==> src/rtl/uart_rx_sample_ctrl_if.sv <==
// Receive-word handshake between the UART receive sequencer and the receive buffer.
// The sequencer drives the word and its error flags; the buffer answers with rx_ready.
`timescale 1ns/1ps
interface uart_rx_sample_ctrl_if #(
  parameter int DATA_BITS = 8
);
  logic [DATA_BITS-1:0] rx_data;
  logic                 rx_valid;
  logic                 rx_ready;
  logic                 frame_err;
  logic                 parity_err;

  modport master (
    output rx_data,
    output rx_valid,
    output frame_err,
    output parity_err,
    input  rx_ready
  );

  modport slave (
    input  rx_data,
    input  rx_valid,
    input  frame_err,
    input  parity_err,
    output rx_ready
  );
endinterface

==> src/rtl/uart_rx_sample_ctrl.sv <==
// UART receive sequencer: synchronises rx, finds the start bit, samples each bit at its
// centre using the oversampling tick, and hands the word plus error flags to the buffer.
`timescale 1ns/1ps
module uart_rx_sample_ctrl #(
  parameter int OVERSAMPLING = 8,
  parameter int DATA_BITS    = 8
) (
  input  logic base_clock,
  input  logic nreset,
  input  logic os_tick,
  input  logic rx,
  input  logic cfg_parity_en,
  input  logic cfg_parity_odd,
  output logic sample_ena,
  output logic overrun,
  uart_rx_sample_ctrl_if.master out_if
);

  localparam int CW = $clog2(OVERSAMPLING);
  localparam int BW = $clog2(DATA_BITS);
  localparam logic [CW-1:0] HALF_M1  = CW'(OVERSAMPLING / 2 - 1);
  localparam logic [CW-1:0] FULL_M1  = CW'(OVERSAMPLING - 1);
  localparam logic [BW-1:0] LAST_BIT = BW'(DATA_BITS - 1);

  typedef enum logic [2:0] {IDLE, START, DATA, PARITY, STOP} state_e;

  state_e               state_q;
  logic [CW-1:0]        os_cnt_q;
  logic [BW-1:0]        bit_cnt_q;
  logic [DATA_BITS-1:0] shift_q;
  logic                 par_en_q;
  logic                 par_odd_q;
  logic                 par_err_q;
  logic                 sample_ena_q;

  logic                 rx_meta_q;
  logic                 rx_s_q;
  logic                 rx_d_q;

  logic [DATA_BITS-1:0] rx_data_q;
  logic                 rx_valid_q;
  logic                 frame_err_q;
  logic                 parity_err_q;
  logic                 overrun_q;

  logic                 start_edge;
  logic                 cnt_hit;
  logic                 sample_now;
  logic                 stop_sample;
  logic                 parity_mismatch_d;

  // Two-flop synchroniser plus one delayed copy for falling-edge detection; idle-high line.
  always_ff @(posedge base_clock or negedge nreset) begin
    if (!nreset) begin
      rx_meta_q <= 1'b1;
      rx_s_q    <= 1'b1;
      rx_d_q    <= 1'b1;
    end else begin
      rx_meta_q <= rx;
      rx_s_q    <= rx_meta_q;
      rx_d_q    <= rx_s_q;
    end
  end

  // Sampling strobes: START samples at half a bit, later states at a full bit period.
  always_comb begin
    start_edge        = rx_d_q & ~rx_s_q;
    cnt_hit           = (state_q == START) ? (os_cnt_q == HALF_M1) : (os_cnt_q == FULL_M1);
    sample_now        = os_tick && cnt_hit && (state_q != IDLE);
    stop_sample       = sample_now && (state_q == STOP);
    parity_mismatch_d = ((^shift_q) ^ rx_s_q) != par_odd_q;
  end

  // Frame sequencer; os_cnt always wraps to 0 on a sample, so it is already 0 in IDLE.
  always_ff @(posedge base_clock or negedge nreset) begin
    if (!nreset) begin
      state_q      <= IDLE;
      os_cnt_q     <= '0;
      bit_cnt_q    <= '0;
      shift_q      <= '0;
      par_en_q     <= 1'b0;
      par_odd_q    <= 1'b0;
      par_err_q    <= 1'b0;
      sample_ena_q <= 1'b0;
    end else begin
      if (state_q != IDLE && os_tick) begin
        os_cnt_q <= cnt_hit ? '0 : os_cnt_q + 1'b1;
      end
      case (state_q)
        IDLE: begin
          if (start_edge) begin
            state_q      <= START;
            os_cnt_q     <= '0;
            sample_ena_q <= 1'b1;
            par_en_q     <= cfg_parity_en;
            par_odd_q    <= cfg_parity_odd;
            par_err_q    <= 1'b0;
          end
        end
        START: begin
          if (sample_now) begin
            if (!rx_s_q) begin
              state_q   <= DATA;
              bit_cnt_q <= '0;
            end else begin
              state_q      <= IDLE;
              sample_ena_q <= 1'b0;
            end
          end
        end
        DATA: begin
          if (sample_now) begin
            shift_q <= {rx_s_q, shift_q[DATA_BITS-1:1]};
            if (bit_cnt_q == LAST_BIT) begin
              bit_cnt_q <= '0;
              state_q   <= par_en_q ? PARITY : STOP;
            end else begin
              bit_cnt_q <= bit_cnt_q + 1'b1;
            end
          end
        end
        PARITY: begin
          if (sample_now) begin
            par_err_q <= parity_mismatch_d;
            state_q   <= STOP;
          end
        end
        STOP: begin
          if (sample_now) begin
            state_q      <= IDLE;
            sample_ena_q <= 1'b0;
          end
        end
        default: begin
          state_q      <= IDLE;
          sample_ena_q <= 1'b0;
        end
      endcase
    end
  end

  // Output stage: load on the stop sample if the slot is free or being freed, else flag overrun.
  always_ff @(posedge base_clock or negedge nreset) begin
    if (!nreset) begin
      rx_data_q    <= '0;
      rx_valid_q   <= 1'b0;
      frame_err_q  <= 1'b0;
      parity_err_q <= 1'b0;
      overrun_q    <= 1'b0;
    end else begin
      overrun_q <= 1'b0;
      if (stop_sample) begin
        if (!rx_valid_q || out_if.rx_ready) begin
          rx_data_q    <= shift_q;
          frame_err_q  <= ~rx_s_q;
          parity_err_q <= par_en_q & par_err_q;
          rx_valid_q   <= 1'b1;
        end else begin
          overrun_q <= 1'b1;
        end
      end else if (rx_valid_q && out_if.rx_ready) begin
        rx_valid_q <= 1'b0;
      end
    end
  end

  assign sample_ena        = sample_ena_q;
  assign overrun           = overrun_q;
  assign out_if.rx_data    = rx_data_q;
  assign out_if.rx_valid   = rx_valid_q;
  assign out_if.frame_err  = frame_err_q;
  assign out_if.parity_err = parity_err_q;

endmodule

==> src/flat_wrapper.sv <==
// flat-port wrapper written by rule: the top's interface ports become plain ports
module uart_rx_sample_ctrl_flat 
#(
  parameter int OVERSAMPLING = 8,
  parameter int DATA_BITS    = 8
)
  (base_clock, nreset, os_tick, rx, cfg_parity_en, cfg_parity_odd, sample_ena, overrun, out_if_rx_data, out_if_rx_valid, out_if_frame_err, out_if_parity_err, out_if_rx_ready);
  uart_rx_sample_ctrl_if #(.DATA_BITS(DATA_BITS)) out_if_i ();
  input  logic base_clock;
  input  logic nreset;
  input  logic os_tick;
  input  logic rx;
  input  logic cfg_parity_en;
  input  logic cfg_parity_odd;
  output logic sample_ena;
  output logic overrun;
  output wire logic [$bits(out_if_i.rx_data)-1:0] out_if_rx_data;
  output wire logic [$bits(out_if_i.rx_valid)-1:0] out_if_rx_valid;
  output wire logic [$bits(out_if_i.frame_err)-1:0] out_if_frame_err;
  output wire logic [$bits(out_if_i.parity_err)-1:0] out_if_parity_err;
  input wire logic [$bits(out_if_i.rx_ready)-1:0] out_if_rx_ready;
  assign out_if_rx_data = out_if_i.rx_data;
  assign out_if_rx_valid = out_if_i.rx_valid;
  assign out_if_frame_err = out_if_i.frame_err;
  assign out_if_parity_err = out_if_i.parity_err;
  assign out_if_i.rx_ready = out_if_rx_ready;
  uart_rx_sample_ctrl #(.OVERSAMPLING(OVERSAMPLING), .DATA_BITS(DATA_BITS)) u_core (.base_clock(base_clock), .nreset(nreset), .os_tick(os_tick), .rx(rx), .cfg_parity_en(cfg_parity_en), .cfg_parity_odd(cfg_parity_odd), .sample_ena(sample_ena), .overrun(overrun), .out_if(out_if_i));
endmodule
==> config.mk <==
export PLATFORM = sky130hd
export DESIGN_NAME = uart_rx_sample_ctrl_flat
export DESIGN_NICKNAME = d
export VERILOG_FILES = /design/src/rtl/uart_rx_sample_ctrl_if.sv /design/src/rtl/uart_rx_sample_ctrl.sv /design/src/flat_wrapper.sv
export SDC_FILE = /design/constraint.sdc
export NUM_CORES = 1
export LEC_CHECK = 0
export ABC_CLOCK_PERIOD_IN_PS = 2430
export CORE_UTILIZATION = 57
export CTS_BUF_LIST = sky130_fd_sc_hd__clkbuf_4
export CTS_CLUSTER_DIAMETER = 100
export CTS_CLUSTER_SIZE = 10
export DETAILED_ROUTE_END_ITERATION = 8
export PLACE_DENSITY_LB_ADDON = 0.05
export SLEW_MARGIN = 20
export SYNTH_ARGS = -nofsm -noshare
export SYNTH_HDL_FRONTEND = slang
export SYNTH_SLANG_ARGS = --single-unit
export TNS_END_PERCENT = 20
==> constraint.sdc <==
create_clock -name base_clock -period 2.43 [get_ports base_clock]
set_input_delay 0.486 -clock base_clock [delete_from_list [all_inputs] [get_ports base_clock]]
set_output_delay 0.486 -clock base_clock [all_outputs]
set_load 0.1 [all_outputs]
==> changes_impl.md, run 1 <==
### Implementation results

* NonClk Buf Share at 10.4%
* Cycle use final at 81.4%
* CTS clk-pin slew, worst paths at 0.10 ns
* MaxCap Viol Count at 0
* Area after DPL at 1890 µm²
* Dominant logic cell type in the layout: dfrtp_1
* H-tree depth at 2
* Fmax achieved at 506 MHz
* Syn nets at 148
* Max-area cell share at 49.0%
* Crit path launch type: input port
* N_diodes at 0
* Comb area at 724 µm²
* Grt met2 use at 33.8%
* Area of the die at 3180 µm²
* Unique cell types at 35
* R2r setup slk at 0.51 ns
* Via count at 1093
* Status: finished clean
* CTS resizes at 0
* Count leader, synth: dfrtp_1
* Fp util at 60.5%
* Maximum clock path buffer count at 2
* Largest net degree at the start of global routing at 37
* Wire length per cell at 14.1 µm
* Yosys warning count at 0
* Final hold slack at 0.369 ns
* Syn_area_per_cell at 12.2 µm²
* First-pass GRT wire length at 4860 µm
* Grt met3 use at 7.14%
* Setup TNS Final at 0 ns
* Slew headroom at 70.9%
* CLK BUF at 6
* Inverter count at 6
* TritonCTS sink count at 36
* Hpwl dp at 1980 µm
* CTS tree: yes
* Arr. time, crit path at 2.20 ns
* Total track usage at 20.6%
* VDD IR-drop max at 0.657 mV
* Flop share of the area at 46.5%
* First-pass iteration count of the detailed router at 4
* LEAKAGE at 0.978 nW
* Required @ worst endpoint at 2.65 ns
* CP endpoint kind: flop
==> run 1: report_power, final <==
part           internal (mW)  switching, mW
Sequential             0.692         0.0908
Combinational          0.293          0.346
Clock                  0.118          0.186
==> run 1: flip-flops by register name, indices dropped and copies added, names as in the netlist, 3 cells and up <==
signal / flops
u_core.bit_cnt_q: 3
u_core.shift_q: 8
u_core.os_cnt_q: 3
u_core.out_if.rx_data: 8
u_core.state_q: 3
==> run 1: metal layers <==
| metal | routed length [µm] | up-vias |
|---|---|---|
| met4 | 40 | 0 |
| met5 | 0 | - |
| met3 | 139 | 5 |
| li1 | - | 532 |
| met2 | 1370 | 22 |
| met1 | 1220 | 534 |
==> run 1: worst paths after layout <==
kind,depth (start not counted),start,to
setup / recovery,5,os_tick,u_core.bit_cnt_q[0]
hold / removal,0,u_core.rx_meta_q,u_core.rx_s_q
setup reg to reg,4,u_core.state_q[0],u_core.state_q[2]
hold reg to reg,0,u_core.rx_meta_q,u_core.rx_s_q
max in group asynchronous,2,nreset,u_core.rx_meta_q
min in group asynchronous,2,nreset,u_core.os_cnt_q[2]
==> run 1: cells by family after synthesis <==
| logic type | count (synthesis) | synth area share, % |
|---|---|---|
| XOR/XNOR | 10 | 6.02 |
| AND/OR/NAND/NOR | 36 | 12.0 |
| flip-flops | 36 | 53.7 |
| adder cells (fa/ha/maj) | 3 | 2.23 |
| buffers and inverters | 12 | 3.27 |
| AND-OR/OR-AND | 19 | 7.65 |
| multiplexers | 22 | 15.1 |
==> run 1: worst max-delay path: stages <==
cell,delay (ns)
clkdlybuf4s50_1,0.54
nand2_1,0.10
or3_1,0.32
o41ai_2,0.36
mux2_2,0.39
==> run_1/io_placement.png <==
Scale: 8 px per µm. Pins as bars across the die edge, other pins in gray.
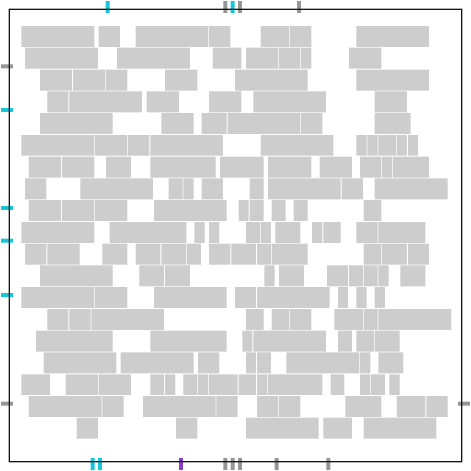
cyan -> `out_if_rx_data`  # pins 8, direction output, edge 4 west, 2 south, 2 north
purple -> `out_if_frame_err`  # pins 1, direction output, edge south
Die H: 56.4 µm
die width: 56.4 µm

==> run_1/io_fan.png <==
Scale: 4 px per µm.
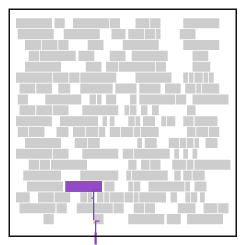
purple -> `out_if_frame_err`  # direction output, end cells 1, buffers 1, wire 13.9 µm
# IOs: 20
Port-buffer cells: 19

==> run_1/sizes.png <==
Scale: 8 px per µm.
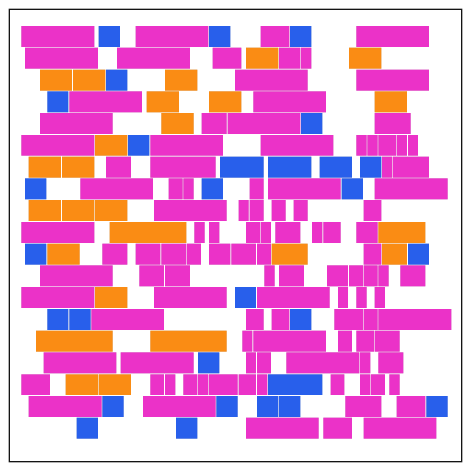
magenta -> _0 and _1 cells  # cells 111, share 67%
orange -> _2 cells  # cells 25, share 15%
blue -> _3 and _4 cells  # cells 29, share 18%
fin area: 1950 µm²
area grow syn2layout: 15.5%
Setup WS post-layout: 0.452 ns
Repair and plain buffers: 25

==> run 1 -> run 2 <==
ABC_CLOCK_PERIOD_IN_PS = 1810   (was 2430)
CORE_UTILIZATION = 51   (was 57)
clock period = 1.81 ns   (was 2.43 ns; I/O delays follow)
==> run_2/io_placement.png <==
Scale: 8 px per µm. Pins as bars across the die edge, other pins in gray.
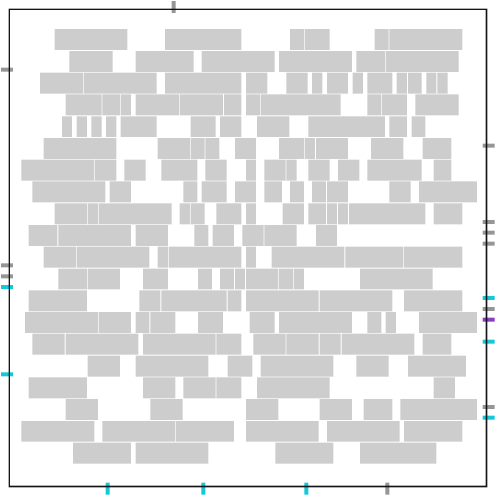
purple -> `out_if_frame_err`  # pins 1, direction output, edge east
cyan -> `out_if_rx_data`  # pins 8, direction output, edge 3 east, 3 south, 2 west
Die H: 59.5 µm
die width: 59.5 µm

==> run_2/sizes.png <==
Scale: 8 px per µm.
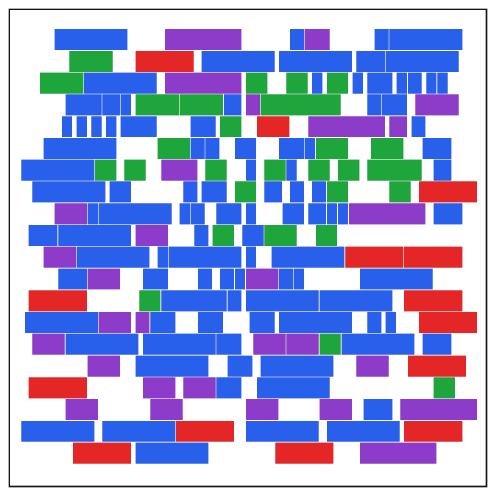
green -> _3 and _4 cells  # cells 28, share 16%
purple -> _2 cells  # cells 29, share 17%
red -> _6 and larger  # cells 14, share 8.1%
blue -> _0 and _1 cells  # cells 102, share 59%
fin area: 2230 µm²
Repair and plain buffers: 33
area grow syn2layout: 32.4%

==> run 2 against run 1 <==
Effect of this change:
- count of clock-buffer cells in the layout shrank 1
- non-clock buffer count grew 8
- via count grew 6.7%
- critical path type is now flop to flop
- critical endpoint is now u_core.state_q[1]
- largest cell class unchanged
==> changes_impl.md, run 2 <==
### Implementation results

* Max power group: registers
* Final hold slack at 0.364 ns (-0.00523 ns)
* LEAKAGE at 1.06 nW (+8.2%)
* Inverter count at 6 (unchanged)
* Crit path launch type: flop
* Slew headroom at 70.1% (-0.80 points)
* Max-area cell share at 49.0% (unchanged)
* Port-buffer cells at 19 (unchanged)
* Comb pwr share at 41.4% (+4.4 points)
* First-pass GRT wire length at 5220 µm (+7.4%)
* Fp util at 54.3% (-6.3 points)
* Yosys warning count at 0 (unchanged)
* CLK BUF at 5 (-1)
* # IOs at 20 (unchanged)
* Hold depth at 0 (unchanged)
* Largest net degree at the start of global routing at 37 (unchanged)
* Flop share of the area at 40.7% (-5.8 points)
* CTS tree: yes
* Clock power share at 16.2% (-1.5 points)
* Syn nets at 148 (unchanged)
* MaxCap Viol Count at 0 (unchanged)
* Arr. time, crit path at 2.04 ns (-0.16 ns)
* Dominant logic cell type in the layout: dfrtp_1
* VDD IR-drop max at 0.854 mV (+30%)
* Required @ worst endpoint at 2.04 ns (-0.61 ns)
* Comb area at 763 µm² (+5.4%)
* N_diodes at 0 (unchanged)
* Comb pwr at 1.04 mW (+62%)
* Setup TNS Final at 0 ns (unchanged)
* TritonCTS sink count at 36 (unchanged)
* Worst r2r path cells at 5 (+1)
* R2r setup slk at 0.004 ns (-0.51 ns)
* Count leader, synth: dfrtp_1
* Via count at 1166 (+6.7%)
* Clk. pwr at 0.407 mW (+33%)
* First-pass iteration count of the detailed router at 4 (unchanged)
* CP endpoint kind: flop
* Sequential Power at 1.06 mW (+36%)
* Worst path slowest cell: or3b_2
* Syn_area_per_cell at 12.2 µm² (unchanged)
* Worst Path Max Fanout at 4
* Status: finished clean
* Int Pwr at 1.59 mW (+44%)
* Reg-to-Reg End: u_core.state_q[1]
* Sw Pwr at 0.922 mW (+48%)
* CTS clk-pin slew, worst paths at 0.11 ns (about the same)
* CP Cell Sequence: or3b_2, a21oi_1, o31ai_2, buf_4, mux2_4
* Reg-to-reg critical path startpoint: u_core.state_q[1]
* Setup WS post-layout at 0.00429 ns (-0.448 ns)
* Worst Path Buf+Inv at 1 (unchanged)
* Maximum clock path buffer count at 2 (unchanged)
* Crit-path max cell delay at 0.49 ns (-0.05 ns)
* Area of the die at 3540 µm² (+11%)
* Unique cell types at 35 (unchanged)
* Wire length per cell at 14.6 µm (+3.1%)
* Worst path top cell family by delay: simple AND/OR/NAND/NOR gates
* Core footprint at 3100 µm²
* FF/Latch Area at 908 µm²
* Worst min-delay path endpoint: u_core.rx_s_q
* Sw frac at 36.7% (+0.58 points)
[run 2: cell types whose count changed in the layout (fill, tap and decap cells not counted), moves of 2 or more]
cell / change
or3_4: +2
dfrtp_1: -3
mux2_2: -2
buf_4: -6
mux2_4: +2
or3_1: -2
dfrtp_2: +3
clkinv_2: +2
buf_12: +13
[run 2: repair_timing]
action                                 CTS  global route
resized                                  2            10
buffers inserted                         0             2
gates cloned                             0             0
pin swaps                                0             2
setup endpoints to repair                2            19
endpoints found under the hold margin    0             0
hold buffers                             0             0
[run 2: logic make-up after synthesis]
| group | synth area share (%) |
|---|---|
| adders and majority gates | 2.23 |
| muxes | 15.1 |
| DFF | 53.7 |
| buffers and inverters | 3.27 |
| and+or+nand+nor | 12.0 |
| AOI/OAI and AO/OA | 7.65 |
| xor gates and xnor gates | 6.02 |
[run 2: layer usage]
layer / part of all wire [%] / global-route usage, % / vias to the layer above
li1: - / - / 545
met1: 46 / 27.5 / 584
met2: 48 / 32.1 / 30
met3: 4.3 / 4.59 / 7
met4: 1.8 / 10.2 / 0
met5: 0 / 0 / -
[run 2: how the worst max path moves through the flow]
stage                            start  depth (start not counted)  slack [ns]                   to
floorplan            u_core.state_q[0]                          5      -0.008    u_core.state_q[1]
finish               u_core.state_q[1]                          5       0.004    u_core.state_q[1]
CTS                            os_tick                          5       0.003  u_core.bit_cnt_q[1]
global route        u_core.os_cnt_q[0]                          5       -0.06  u_core.bit_cnt_q[1]
detailed placement             os_tick                          5       -0.42  u_core.bit_cnt_q[1]
global placement               os_tick                          5       -0.36  u_core.bit_cnt_q[1]
[run 2: metrics by stage]
stage	utilization [%]	instance area [µm²]
floorplan	-	1690
global placement	68.3	2120
detailed placement	68.3	2120
CTS	70.4	2180
global route	71.9	2230
finish	71.9	2230
==> run 2 -> run 3 <==
SETUP_SLACK_MARGIN = 0.15   (was default)
==> run_3/sizes.png <==
Scale: 8 px per µm.
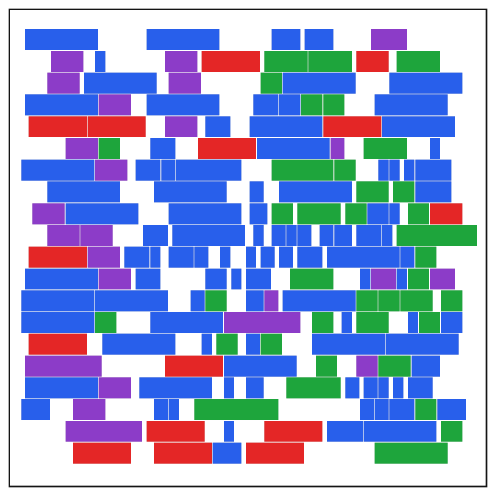
red -> _6 and larger  # cells 15, share 8.4%
blue -> _0 and _1 cells  # cells 102, share 57%
green -> _3 and _4 cells  # cells 38, share 21%
purple -> _2 cells  # cells 24, share 13%
Setup WS post-layout: 0.0408 ns
area grow syn2layout: 37.7%

==> run 3 against run 2 <==
Effect of this change:
- count of clock-buffer cells in the layout unchanged
- synthesized cell count unchanged
- critical path depth unchanged
- via count increased by 1.7%
- register-to-register slack improved by 0.04 ns
- critical path type unchanged
==> changes_impl.md, run 3 <==
### Implementation results

* Clk. pwr at 0.400 mW (-2%)
* Arr. time, crit path at 2.00 ns (-0.04 ns)
* Tool Warnings at 29
* Reg-to-reg critical path startpoint: u_core.state_q[0]
* Worst min-delay path endpoint: u_core.rx_s_q
* N_diodes at 0 (unchanged)
* Worst r2r path cells at 5 (unchanged)
* Cycle use final at 97.7%
* Main synth FF type: dfrtp_1
* Largest net degree at the start of global routing at 37 (unchanged)
* LEAKAGE at 1.12 nW (+6.2%)
* VDD IR-drop max at 0.805 mV (-5.6%)
* Final hold slack at 0.365 ns (+0.000729 ns)
* Setup crit end: u_core.state_q[2]
* Unique cell types at 35 (unchanged)
* # IOs at 20 (unchanged)
* Sw Pwr at 0.964 mW (+4.6%)
* TritonCTS sink count at 36 (unchanged)
* Worst Setup SP: u_core.state_q[0]
* First-pass GRT wire length at 5510 µm (+5.4%)
* Max-area cell share at 49.0% (unchanged)
* Syn_area_per_cell at 12.2 µm² (unchanged)
* Hold_buf cts at 0 (unchanged)
* Area of the die at 3540 µm² (unchanged)
* Late-Pin Clk Latency at 0.33 ns
* CTS clk-pin slew, worst paths at 0.10 ns (about the same)
* RSZ-0062 raised after global routing: yes
* Port-buffer cells at 19 (unchanged)
* Setup TNS Final at 0 ns (unchanged)
* Yosys warning count at 0 (unchanged)
* Die width at 59.5 µm (unchanged)
* MaxCap Viol Count at 0 (unchanged)
* Required @ worst endpoint at 2.04 ns (about the same)
* Status: finished clean
* Int Pwr at 1.67 mW (+5.4%)
* Clock power share at 15.2% (-1.0 points)
* Via count at 1186 (+1.7%)
* Dominant logic cell type in the layout: dfrtp_1
* First-pass iteration count of the detailed router at 4 (unchanged)
* Count leader, synth: dfrtp_1
* Reg-to-Reg End: u_core.state_q[2]
* Slew headroom at 70.2% (+0.10 points)
* Worst Path Max Fanout at 5 (+1)
* Share of layout cells above drive strength 1 at 43.0%
* Least-Margin Pin Slew at 0.448 ns
* Comb pwr share at 44.7% (+3.3 points)
* Comb pwr at 1.18 mW (+10%)
* CP endpoint kind: flop
* Maximum clock path buffer count at 2 (unchanged)
* CTS tree: yes
* Die H at 59.5 µm (unchanged)
* Wire length per cell at 14.9 µm (+2.3%)
* Antenna violations before repair at 0
* R2r setup slk at 0.04 ns (+0.04 ns)
* Hold depth at 0 (unchanged)
* Crit path launch type: flop
* Sequential Power at 1.06 mW (about the same)
* Core Util, Final at 74.7% (+2.9 points)
* Syn nets at 148 (unchanged)
* Max power group: combinational cells
* Sw frac at 36.5% (-0.18 points)
==> run_3/placement.png <==
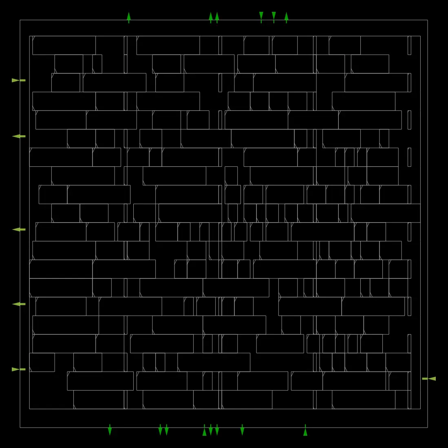
core footprint: 3100 µm²
Seq cells: 36
non-filler cells in the finished layout: 223
flop share of the area: 39.2%
Std-Cell Rows: 20

-- run 3: cell counts after synthesis --
No cell type changed its count.
-- run 3: cells by family (layout without fill, tap and decap cells) --
| group | Yosys count | after routing | synth area share [%] |
|---|---|---|---|
| xor+xnor | 10 | 10 | 6.02 |
| flops | 36 | 36 | 53.7 |
| fa+ha+maj | 3 | 3 | 2.23 |
| compound gates | 19 | 19 | 7.65 |
| mux | 22 | 22 | 15.1 |
| buf+inv | 12 | 53 | 3.27 |
| simple gates | 36 | 36 | 12.0 |
-- run 3: critical path, cell delays in order, from the launching register on --
cell	delay, ns
dfrtp_1	0.44
or3_4	0.41
nor3b_4	0.26
buf_4	0.16
o31ai_4	0.08
mux2_4	0.31
-- run 3: metrics by stage --
step | total power, mW | setup slack (ns) | cell area [µm²]
6_report | 2.64 | 0.0408 | 2320
5_1_grt | 2.78 | -0.00163 | 2320
4_1_cts | 2.59 | -0.0316 | 2290
3_5_place_dp | 2.08 | -0.404 | 2140
3_3_place_gp | 2.04 | -0.323 | 2140
2_1_floorplan | 1.77 | 0.0617 | 1700
-- run 3: layer usage --
layer / routed length [µm] / GRT usage [%] / share of wire (%) / vias up
met3: 128 / 8.08 / 3.8 / 2
met1: 1380 / 25.7 / 41 / 601
met2: 1790 / 37.1 / 54 / 24
met5: 0 / 0 / 0 / -
met4: 24 / 8.50 / 0.72 / 0
li1: - / - / - / 559
-- run 3: final cells by class --
class	count	area, µm²
fillers	239	785
clock buffers	5	37.5
repair buffers	39	480
clock inverters	3	13.8
multi-input cells	90	801
well taps	44	55.1
flip-flops and latches	36	908
inverters	6	22.5
-- run 3: what timing repair did --
action / in CTS / in global routing
pin swaps: 6 / 3
buffers inserted: 5 / 1
gates cloned: 0 / 0
gates resized: 13 / 5
setup endpoints to repair: 22 / 22

==> layout pictures side by side <==
Routed metal, one color a layer.
Scale: 8 px per µm. Two of the layers only.
panel A
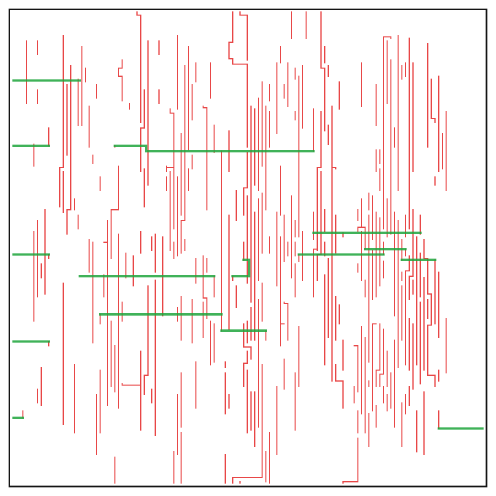
panel B
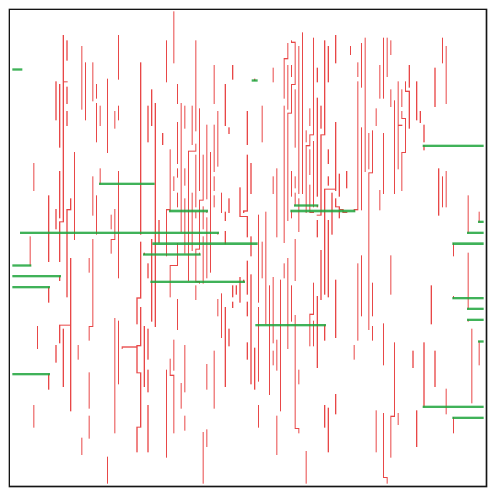
panel C
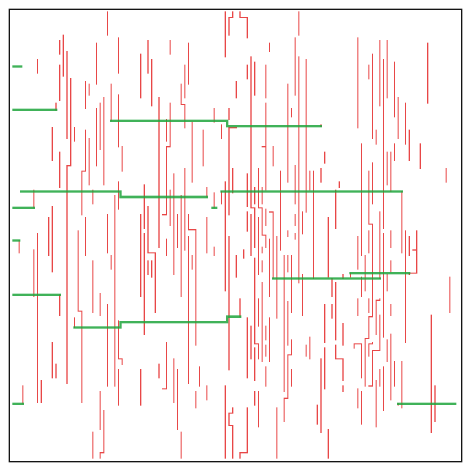
run 3: panel A
run 1: panel C
run 2: panel B

Power figures rest on the tool's default switching activity, not on a simulated workload.
